==> config.mk <==
export PLATFORM = sky130hd
export DESIGN_NAME = wb_stage
export DESIGN_NICKNAME = d
export VERILOG_FILES = /design/src/rtl/arm_pkg.sv /design/src/rtl/wb_timeout_counter.sv /design/src/rtl/wb_stage.sv
export SDC_FILE = /design/constraint.sdc
export NUM_CORES = 1
export LEC_CHECK = 0
export CORE_UTILIZATION = 43
export CTS_BUF_LIST = sky130_fd_sc_hd__clkbuf_4
export CTS_CLUSTER_DIAMETER = 50
export DETAILED_ROUTE_END_ITERATION = 10
export PLACE_DENSITY = 0.83
export SETUP_SLACK_MARGIN = 0.02
export SLEW_MARGIN = 25
export SYNTH_ARGS = -nofsm -noshare
export SYNTH_HDL_FRONTEND = slang
export SYNTH_SLANG_ARGS = --single-unit
==> constraint.sdc <==
create_clock -name clk -period 1.65 [get_ports clk]
set_clock_uncertainty 0.05 [all_clocks]
set_input_delay 0.2475 -clock clk [delete_from_list [all_inputs] [get_ports clk]]
set_output_delay 0.2475 -clock clk [all_outputs]
set_load 0.02 [all_outputs]
==> src/rtl/arm_pkg.sv <==
// Shared definitions for the ARM pipeline: datapath widths and the
// write-back stage state encoding.
package arm_pkg;

  localparam int REG_ADDR_W = 4;
  localparam int DATA_W     = 32;

  typedef enum logic [0:0] {
    IDLE      = 1'b0,
    LOAD_WAIT = 1'b1
  } wb_state_t;

endpackage : arm_pkg

==> src/rtl/wb_timeout_counter.sv <==
// Saturating 8-bit wait counter for pending loads; expired is high once
// the count reaches TIMEOUT_CYCLES-1.
module wb_timeout_counter #(
  parameter int TIMEOUT_CYCLES = 15
) (
  input  logic clk,
  input  logic rst,
  input  logic clr,
  input  logic en,
  output logic expired
);

  logic [7:0] count_r;

  assign expired = (count_r == 8'(TIMEOUT_CYCLES - 1));

  // Count register: clear wins, otherwise increment until the expiry compare
  always_ff @(posedge clk or negedge rst) begin
    if (!rst) begin
      count_r <= 8'd0;
    end else if (clr) begin
      count_r <= 8'd0;
    end else if (en && !expired) begin
      count_r <= count_r + 8'd1;
    end else begin
      count_r <= count_r;
    end
  end

endmodule : wb_timeout_counter

==> src/rtl/wb_stage.sv <==
// Write-back stage: registers MEM-stage results and waits on variable-latency
// loads with a timeout. Optional macro WB_FORWARD_EN exposes the pending load.
module wb_stage
  import arm_pkg::*;
#(
  parameter int TIMEOUT_CYCLES = 15
) (
  input  logic                  clk,
  input  logic                  rst,
  input  logic                  MEM_valid,
  input  logic                  MEM_WB_EN,
  input  logic                  MEM_R_EN,
  input  logic [REG_ADDR_W-1:0] MEM_Dest,
  input  logic [DATA_W-1:0]     ALU_result,
  input  logic [DATA_W-1:0]     mem_rdata,
  input  logic                  mem_rvalid,
  output logic                  stall,
  output logic                  load_err,
  output logic                  WB_WB_EN,
  output logic [REG_ADDR_W-1:0] WB_Dest,
  output logic [DATA_W-1:0]     WB_Value
`ifdef WB_FORWARD_EN
  ,
  output logic                  fwd_pend,
  output logic [REG_ADDR_W-1:0] fwd_pend_dest
`endif
);

  wb_state_t             state_r, state_nxt_s;
  logic                  stall_r, load_err_r, wb_en_r;
  logic [REG_ADDR_W-1:0] wb_dest_r;
  logic [DATA_W-1:0]     wb_value_r;
  logic                  pend_en_r;
  logic [REG_ADDR_W-1:0] pend_dest_r;

  logic                  wb_en_nxt_s, load_err_nxt_s, pend_en_nxt_s;
  logic [REG_ADDR_W-1:0] wb_dest_nxt_s, pend_dest_nxt_s;
  logic [DATA_W-1:0]     wb_value_nxt_s;
  logic                  cnt_clr_s, cnt_en_s, cnt_expired_s;

  wb_timeout_counter #(
    .TIMEOUT_CYCLES(TIMEOUT_CYCLES)
  ) u_timeout (
    .clk     (clk),
    .rst     (rst),
    .clr     (cnt_clr_s),
    .en      (cnt_en_s),
    .expired (cnt_expired_s)
  );

  // State and output registers
  always_ff @(posedge clk or negedge rst) begin
    if (!rst) begin
      state_r     <= IDLE;
      stall_r     <= 1'b0;
      load_err_r  <= 1'b0;
      wb_en_r     <= 1'b0;
      wb_dest_r   <= '0;
      wb_value_r  <= '0;
      pend_en_r   <= 1'b0;
      pend_dest_r <= '0;
    end else begin
      state_r     <= state_nxt_s;
      stall_r     <= (state_nxt_s == LOAD_WAIT);
      load_err_r  <= load_err_nxt_s;
      wb_en_r     <= wb_en_nxt_s;
      wb_dest_r   <= wb_dest_nxt_s;
      wb_value_r  <= wb_value_nxt_s;
      pend_en_r   <= pend_en_nxt_s;
      pend_dest_r <= pend_dest_nxt_s;
    end
  end

  // Next-state: a load without same-cycle data parks in LOAD_WAIT
  always_comb begin
    state_nxt_s = state_r;
    case (state_r)
      IDLE: begin
        if (MEM_valid && MEM_R_EN && !mem_rvalid) begin
          state_nxt_s = LOAD_WAIT;
        end else begin
          state_nxt_s = IDLE;
        end
      end
      LOAD_WAIT: begin
        if (mem_rvalid || cnt_expired_s) begin
          state_nxt_s = IDLE;
        end else begin
          state_nxt_s = LOAD_WAIT;
        end
      end
      default: state_nxt_s = IDLE;
    endcase
  end

  // Next output values; data arriving on the timeout cycle takes priority
  always_comb begin
    wb_en_nxt_s     = 1'b0;
    wb_dest_nxt_s   = wb_dest_r;
    wb_value_nxt_s  = wb_value_r;
    load_err_nxt_s  = 1'b0;
    pend_en_nxt_s   = pend_en_r;
    pend_dest_nxt_s = pend_dest_r;
    cnt_clr_s       = 1'b0;
    cnt_en_s        = 1'b0;
    case (state_r)
      IDLE: begin
        if (MEM_valid) begin
          if (!MEM_R_EN) begin
            wb_en_nxt_s    = MEM_WB_EN;
            wb_dest_nxt_s  = MEM_Dest;
            wb_value_nxt_s = ALU_result;
          end else if (mem_rvalid) begin
            wb_en_nxt_s    = MEM_WB_EN;
            wb_dest_nxt_s  = MEM_Dest;
            wb_value_nxt_s = mem_rdata;
          end else begin
            pend_en_nxt_s   = MEM_WB_EN;
            pend_dest_nxt_s = MEM_Dest;
            cnt_clr_s       = 1'b1;
          end
        end else begin
          wb_en_nxt_s = 1'b0;
        end
      end
      LOAD_WAIT: begin
        cnt_en_s = 1'b1;
        if (mem_rvalid) begin
          wb_en_nxt_s     = pend_en_r;
          wb_dest_nxt_s   = pend_dest_r;
          wb_value_nxt_s  = mem_rdata;
          pend_en_nxt_s   = 1'b0;
          pend_dest_nxt_s = '0;
        end else if (cnt_expired_s) begin
          load_err_nxt_s  = 1'b1;
          pend_en_nxt_s   = 1'b0;
          pend_dest_nxt_s = '0;
        end else begin
          wb_en_nxt_s = 1'b0;
        end
      end
      default: begin
        pend_en_nxt_s   = 1'b0;
        pend_dest_nxt_s = '0;
      end
    endcase
  end

  assign stall    = stall_r;
  assign load_err = load_err_r;
  assign WB_WB_EN = wb_en_r;
  assign WB_Dest  = wb_dest_r;
  assign WB_Value = wb_value_r;

`ifdef WB_FORWARD_EN
  // pend_dest_r is cleared on every exit from LOAD_WAIT, so it reads 0 in IDLE
  assign fwd_pend      = stall_r;
  assign fwd_pend_dest = pend_dest_r;
`endif

endmodule : wb_stage

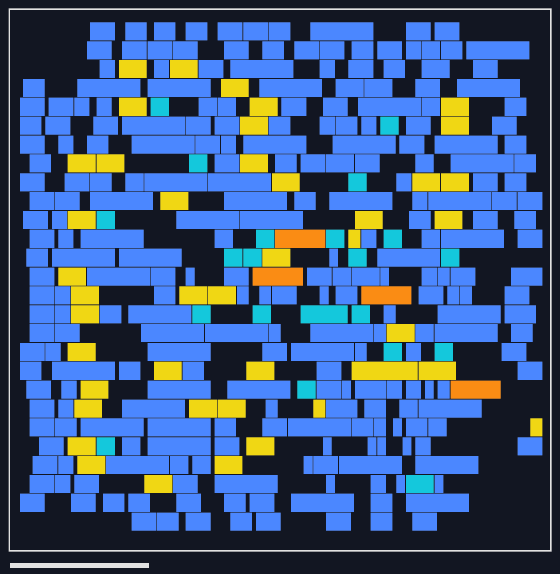
Figure 1: cell sizes after repair.
Scale bar: 20 µm.
- cyan: x3 and x4 (cells 21; share 6.5%; most used buf_4)
- blue: x1 and smaller (cells 256; share 79%; most used clkdlybuf4s50_1)
- yellow: x2 (cells 42; share 13%; most used o221a_2)
- orange: x6 and larger (cells 4; share 1.2%; most used buf_12)

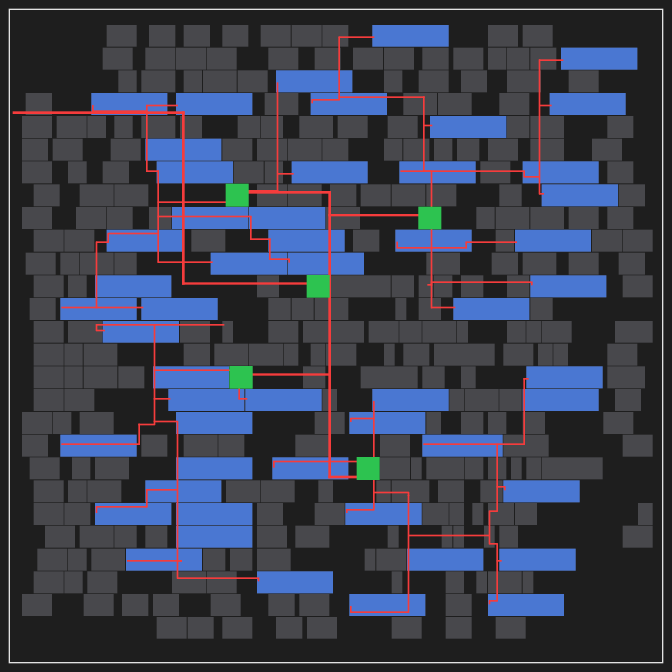
Figure 2: clock network drawn from the DEF.
- blue: flip-flops (count 52)
- green: clock-net drivers (count 5)
- red: clock wires (length 583 µm)
- routed clock nets: 6
- flops lie: spread over the die
clock share of power: 16.6%
clock group total power: 552 µW

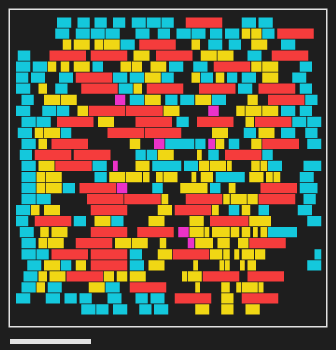
Figure 3: placed cells, one color a class.
Scale bar: 20 µm.
- yellow: remaining logic cells (cells 132; share of their area 29%)
- cyan: remaining buffers and delay cells (cells 131; share of their area 34%)
- red: registers (cells 52; share of their area 35%)
- magenta: clock drivers and dummy loads (cells 8; share of their area 1.4%)
core area: 5540 µm²
Seq area share: 34.19%
post-route cell area: 3810 µm²

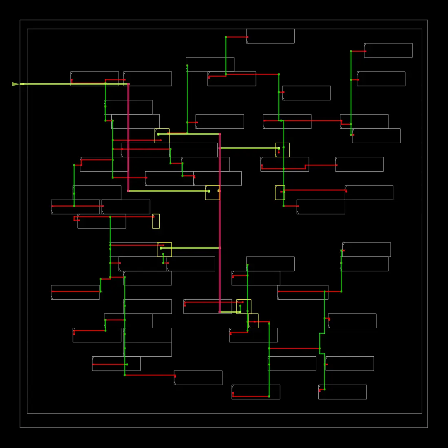
Figure 4: the clock network.
Clock Sinks: 52
Clock Buffer Count: 5
Flop Count: 52
clk_lat worst skew: 0.36 ns

==> impl_metrics.yaml <==
# implementation run metrics
placed_design:
  place_area_um2: 3785
  port_buffers: 112
  dp_hpwl_mm: 4.574
  dp.cells: 386
  globalplace.congestion: 0.7284
critical_path:
  cp.required_ns: 1.86
  start_kind: "flip-flop"
  crit_start: "stall$_DFF_PN0_"
  crit_cells: 4
  r2r_end: "WB_Dest[1]$_DFFE_PN0P_"
  crit_family: "flip-flops"
  path_buffers: 1
  crit_fanout: 19
  r2r_start: "stall$_DFF_PN0_"
  slowest_delay_ns: 0.50
  crit_path_cell_trace: "nor2_1 -> o22a_1 -> buf_12 -> mux2_2"
power:
  top_power_group: "sequential cells"
  ir_drop_v: 0.0004634
  pg_comb_uw: 1160
global_routing:
  grt_pass1_vias: 2043
  grt.total_usage_pct: 21.05
  overflow: 0
  top_usage_layer: "met2"
  grt_max_degree: 35
clock_tree:
  clockBufferDepth: 2
  cts_resized: 38
  cts_tree: "yes"
  cts_setup_buffers: 0
  cts.hold.buffers_added: 1
cells_and_area:
  utilization_pct: 68.77
  area_growth_pct: 53.87
  seq_area_um2: 1303
  largest_cell_class: "flip-flops and latches"
  num_antenna_cells: 0
  instances_no_fill: 395
  sh_comb_area_pct: 28.57
  fill_cells: 456
  drive_gt1_share_pct: 20.74
  nNetsFinal: 398
logic_synthesis:
  yosys_warnings: 0
  edf_count: 0
  ys_sh_aoi_pct: 19.50
  topCellsByArea: "dfrtp_1 (53%), o221a_2 (13%), nand2b_1 (5.8%)"
  synth_area_per_cell_um2: 12.44
  top_area_share_pct: 52.55
  ys.flops: 52
  yosys_cells: 199
  ys.flop_type: "dfrtp_1"
  synthCells: 199
  synth.cell_area_um2: 2476
drt:
  drt-initial-drc-count: 62
  wl_met2_mm: 2.930
  top_layer_used: "met4"
  wl_met3_um: 419
  postRouteAntennaNets: 0
  dr.pass1.iters: 4
  post_drt_wl_per_cell_um: 15.01
floorplan:
  fp.dieArea_um2: 6066
  die_w_um: 77.89
  dieHeight_um: 77.89
  num_rows: 27
  tap_cells: 72
sta:
  period_used_pct: 94.34
  setup_viol: 0
  worst-slew-pin-transition_ns: 0.4766
  rsz0062_at_grt: "false"
  finalHoldViolations: 0
job:
  warning_count: 27
run_status:
  status: "finished clean"
min_path:
  hold_class: "in2async"
-- metrics by stage --
step	hold WS, ns	setup TNS (ns)	worst slack, ns
after CTS	0.2998	0	0.02457
after global placement	0.1753	-4.261	-0.1464
final	0.2989	0	0.09344
after floorplan	-0.09809	0	0.07791
after detailed placement	0.1768	-4.928	-0.1707
after global routing	0.3088	0	0.03489
-- placed cells by master, fill, tap and decap left out, types with 2 or more instances in the layout --
master,instances
clkdlybuf4s50_1,72
dfrtp_1,51
dlygate4sd2_1,37
o221a_2,28
nand2b_1,23
buf_4,14
nand2_1,10
or2b_1,10
mux2i_1,10
mux2_2,8
a21oi_1,6
clkbuf_4,5
o221a_1,4
buf_12,4
o21ai_0,3
inv_1,2
nand3_1,2
nor2_1,2
nand3b_1,2
ha_1,2
clkinv_2,2
dlymetal6s2s_1,2
Power is estimated from default activity; no workload was simulated.
